[src/rtl/uart_pkg.sv]
// Shared UART definitions for the transmitter and a future matching receiver.
package uart_pkg;

    localparam int unsigned DEFAULT_CLKS_PER_BIT = 868;
    localparam int unsigned DATA_BITS            = 8;

    typedef enum logic [2:0] {
        StIdle,
        StStart,
        StData,
        StParity,
        StStop
    } uart_state_e;

endpackage

[src/rtl/uart_baud_cnt.sv]
// Bit-period counter: counts 0..ClksPerBit-1 while enabled, then wraps.
// bit_done_o marks the last cycle of a bit; bit_pre_done_o marks the cycle before it.
module uart_baud_cnt #(
    parameter int unsigned ClksPerBit = 868
) (
    input  logic clk,
    input  logic rst_n,
    input  logic en_i,
    input  logic clr_i,
    output logic bit_done_o,
    output logic bit_pre_done_o
);

    localparam int unsigned CntW = $clog2(ClksPerBit);
    localparam logic [CntW-1:0] CntLast    = CntW'(ClksPerBit - 1);
    localparam logic [CntW-1:0] CntPreLast = CntW'(ClksPerBit - 2);

    logic [CntW-1:0] cnt_q, cnt_d;

    // Next count: clear wins over enable; wrap at the end of each bit.
    always_comb begin
        cnt_d = cnt_q;
        if (clr_i) begin
            cnt_d = '0;
        end else if (en_i) begin
            cnt_d = (cnt_q == CntLast) ? '0 : cnt_q + CntW'(1);
        end
    end

    // Count register.
    always_ff @(posedge clk or negedge rst_n) begin
        if (!rst_n) begin
            cnt_q <= '0;
        end else begin
            cnt_q <= cnt_d;
        end
    end

    assign bit_done_o     = en_i && (cnt_q == CntLast);
    assign bit_pre_done_o = en_i && (cnt_q == CntPreLast);

endmodule

[src/rtl/uart_tx_byte.sv]
// Byte-wide UART transmitter, LSB first, 8N1/8N2 by default.
// Define UART_TX_PARITY_EN to insert an even-parity bit after the data bits (8E1/8E2).
// tx, tx_ready and busy are all registered; back-to-back bytes leave no idle gap.
module uart_tx_byte
    import uart_pkg::*;
#(
    parameter int unsigned CLKS_PER_BIT = DEFAULT_CLKS_PER_BIT,
    parameter int unsigned STOP_BITS    = 1
) (
    input  logic       clk,
    input  logic       rst_n,
    input  logic [7:0] tx_data,
    input  logic       tx_valid,
    output logic       tx_ready,
    output logic       tx,
    output logic       busy
);

    uart_state_e state_q, state_d;
    logic [7:0]  shift_q, shift_d;
    logic [2:0]  bit_cnt_q, bit_cnt_d;
    logic        stop_cnt_q, stop_cnt_d;
    logic        parity_q, parity_d;
    logic        tx_q, tx_d;
    logic        busy_q, busy_d;
    logic        ready_q, ready_d;

    logic accept;
    logic bit_done;
    logic bit_pre_done;
    logic last_stop;

    assign accept    = tx_valid && ready_q;
    assign last_stop = (STOP_BITS == 1) ? 1'b1 : stop_cnt_q;

    uart_baud_cnt #(
        .ClksPerBit (CLKS_PER_BIT)
    ) u_baud_cnt (
        .clk            (clk),
        .rst_n          (rst_n),
        .en_i           (state_q != StIdle),
        .clr_i          (accept),
        .bit_done_o     (bit_done),
        .bit_pre_done_o (bit_pre_done)
    );

    // Frame sequencing; line level is computed one cycle ahead so tx leaves a flop.
    always_comb begin
        state_d    = state_q;
        shift_d    = shift_q;
        bit_cnt_d  = bit_cnt_q;
        stop_cnt_d = stop_cnt_q;
        parity_d   = parity_q;
        tx_d       = tx_q;
        busy_d     = busy_q;
        ready_d    = ready_q;

        unique case (state_q)
            StIdle: begin
                tx_d    = 1'b1;
                busy_d  = 1'b0;
                ready_d = 1'b1;
            end
            StStart: begin
                if (bit_done) begin
                    state_d   = StData;
                    bit_cnt_d = 3'd0;
                    tx_d      = shift_q[0];
                    shift_d   = shift_q >> 1;
                    parity_d  = parity_q ^ shift_q[0];
                end
            end
            StData: begin
                if (bit_done) begin
                    if (bit_cnt_q == 3'(DATA_BITS - 1)) begin
`ifdef UART_TX_PARITY_EN
                        state_d    = StParity;
                        tx_d       = parity_q;
`else
                        state_d    = StStop;
                        tx_d       = 1'b1;
                        stop_cnt_d = 1'b0;
`endif
                    end else begin
                        bit_cnt_d = bit_cnt_q + 3'd1;
                        tx_d      = shift_q[0];
                        shift_d   = shift_q >> 1;
                        parity_d  = parity_q ^ shift_q[0];
                    end
                end
            end
`ifdef UART_TX_PARITY_EN
            StParity: begin
                if (bit_done) begin
                    state_d    = StStop;
                    tx_d       = 1'b1;
                    stop_cnt_d = 1'b0;
                end
            end
`endif
            StStop: begin
                // Open the handshake for exactly the final cycle of the final stop bit.
                if (bit_pre_done && last_stop) begin
                    ready_d = 1'b1;
                end
                if (bit_done) begin
                    if (last_stop) begin
                        state_d = StIdle;
                        tx_d    = 1'b1;
                        busy_d  = 1'b0;
                    end else begin
                        stop_cnt_d = 1'b1;
                    end
                end
            end
            default: begin
                state_d = StIdle;
            end
        endcase

        // Acceptance overrides the return to idle so the next start bit follows directly.
        if (accept) begin
            state_d  = StStart;
            shift_d  = tx_data;
            parity_d = 1'b0;
            tx_d     = 1'b0;
            busy_d   = 1'b1;
            ready_d  = 1'b0;
        end
    end

    // State and datapath registers; reset aborts any frame and idles the line high.
    always_ff @(posedge clk or negedge rst_n) begin
        if (!rst_n) begin
            state_q    <= StIdle;
            shift_q    <= 8'h00;
            bit_cnt_q  <= 3'd0;
            stop_cnt_q <= 1'b0;
            parity_q   <= 1'b0;
            tx_q       <= 1'b1;
            busy_q     <= 1'b0;
            ready_q    <= 1'b1;
        end else begin
            state_q    <= state_d;
            shift_q    <= shift_d;
            bit_cnt_q  <= bit_cnt_d;
            stop_cnt_q <= stop_cnt_d;
            parity_q   <= parity_d;
            tx_q       <= tx_d;
            busy_q     <= busy_d;
            ready_q    <= ready_d;
        end
    end

    assign tx       = tx_q;
    assign busy     = busy_q;
    assign tx_ready = ready_q;

endmodule
[config.mk]
export PLATFORM = sky130hd
export DESIGN_NAME = uart_tx_byte
export DESIGN_NICKNAME = d
export VERILOG_FILES = /design/src/rtl/uart_pkg.sv /design/src/rtl/uart_baud_cnt.sv /design/src/rtl/uart_tx_byte.sv
export SDC_FILE = /design/constraint.sdc
export NUM_CORES = 1
export LEC_CHECK = 0
export CAP_MARGIN = 20
export CELL_PAD_IN_SITES_DETAIL_PLACEMENT = 1
export CELL_PAD_IN_SITES_GLOBAL_PLACEMENT = 2
export CORE_ASPECT_RATIO = 0.7
export CORE_MARGIN = 2
export CORE_UTILIZATION = 35
export DETAILED_ROUTE_END_ITERATION = 8
export PLACE_DENSITY_LB_ADDON = 0.25
export SKIP_LAST_GASP = 1
export SLEW_MARGIN = 40
export SYNTH_ARGS = -nofsm -noshare
export SYNTH_HDL_FRONTEND = slang
export SYNTH_SLANG_ARGS = --single-unit
[constraint.sdc]
create_clock -name clk -period 2.4 [get_ports clk]
set_input_delay 0.24 -clock clk [delete_from_list [all_inputs] [get_ports clk]]
set_output_delay 0.24 -clock clk [all_outputs]
set_load 0.01 [all_outputs]
==> run notes <==
impl run done, here's what came out: status finished, final reports clean, WL final 4020 µm, CTS clk-pin slew, worst paths 0.10 ns, worst hold path class input pin to asynchronous set/reset pin, Static Leak 0.757 nW, Initial Util 0.372, post-CTS sizing 0, Logic family by area AND-OR/OR-AND gates, TAP cells 52, worst hold slack 0.330 ns, biggest regs u_baud_cnt.cnt_q: 10 flops, shift_q: 8 flops, critical setup path kind flip-flop to flip-flop, area fraction in compound gates 0.239, dpl hpwl 2910 µm, placed cells 233, TritonCTS clock tree done, Top Layout Cells dfrtp_1 (25), nor2_1 (14), o21ai_0 (13), clkdlybuf4s50_1 (13), CP delay by family, top simple AND/OR/NAND/NOR gates, Clock Tree Root clkbuf_8, Largest cell class combinational gates, Slowest-stage cell, CP or4b_4, Slew Viols, Final 0, seq pwr 0.715 mW, clock skew 0.00430 ns, Commonest flop dfrtp_1, worst flop-to-flop path startpoint u_baud_cnt.cnt_q[2], Int Pwr 0.907 mW, power per cell area 791 nW/µm², core area 3990 µm², Comb pwr share 0.297, dpl ws 0.171 ns, clock buf count 3, Clock Power 0.272 mW, net count after synthesis 182, Req. time, crit path 2.61 ns, Pwr top registers, combinational gates 123, synthesized cell area 1490 µm², fillcell total 471, die span in y 58.5 µm, Power, Total 1.40 mW, RSZ-0062 raised after global routing false, Final Hold Fails 0, Final ANT Viol Nets 0, Yosys reg bits 27, Comb area 742 µm², Data buffer area share 0.124, CP Capture Type flip-flop, num rows 19, yosys stat chip area 1490 µm², total stage count of the critical path 4, fmax 0.444 GHz, Avg Inst Size Synth 8.89 µm², Placer Congestion 0.830, Final Util 0.444, met2 Track Usage GR 0.293, Seq pwr share 0.509, Final TNS setup 0 ns, yosys stat cell total 167, cts hold-fix bufs 0, final setup fails 0, Non-CTS inverters 6, Critical Path Sink tx, slew margin rel. 0.455, switching power 0.496 mW, Clk network pwr share 0.194, Critical Path Source u_baud_cnt.cnt_q[2], Non-clk bufs 25, Placed Area 1730 µm², arrival time of the worst setup path 2.46 ns, post-CTS setup buffer count 0, Yosys warnings 0, via count 1377, EDFF count, synth 0, CP peak stage delay 0.56 ns, R2R Path End tx, FF-to-FF setup slack 0.15 ns, Layout area overhead 19.5%, Simple Share, Synth 0.219, Nets 201, Max Used Layer met4, first-pass detailed-route iteration total 4, Chip Area 4790 µm², Clock buf/inv share 0.0261, largest net degree at the start of global routing 28, total gr overflow 0, setup ws final 0.149 ns, Critical Path Source Type flip-flop, Worst VDD drop 320 µV, Met2 Wirelength 1760 µm, met1 Use GR 0.298, FF/Latch Area 678 µm², WL met1 2120 µm, Gate Count Post-Synth 167, CP cell instances or4b_4 -> or3_1 -> or4_1 -> o311a_1
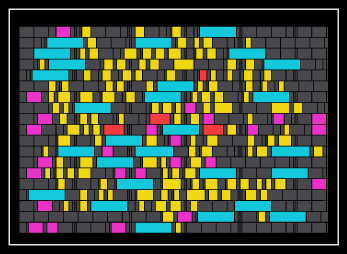
*Placed cells, one color a class*
Drawn at 4 px/µm. Fill, decap, tap and diode cells in gray.
Key: remaining buffers and delay cells = magenta [cells 25, share of their area 13%]; clock drivers and dummy loads = red [cells 4, share of their area 2.7%]; combinational and other logic = yellow [cells 129, share of their area 45%]; sequential cells = cyan [cells 27, share of their area 40%]

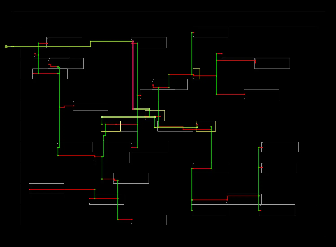
*The clock network*
CTS sink cnt: 27
Latency at later pin: 0.28 ns

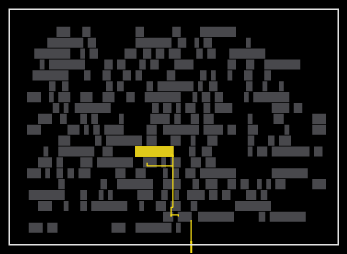
*I/O nets highlighted*
Drawn at 4 px/µm.
Key: tx = yellow [bits 1, direction output, edge bottom, end cells 1, wire 31.5 µm]

Power and IR drop assume default switching activity.
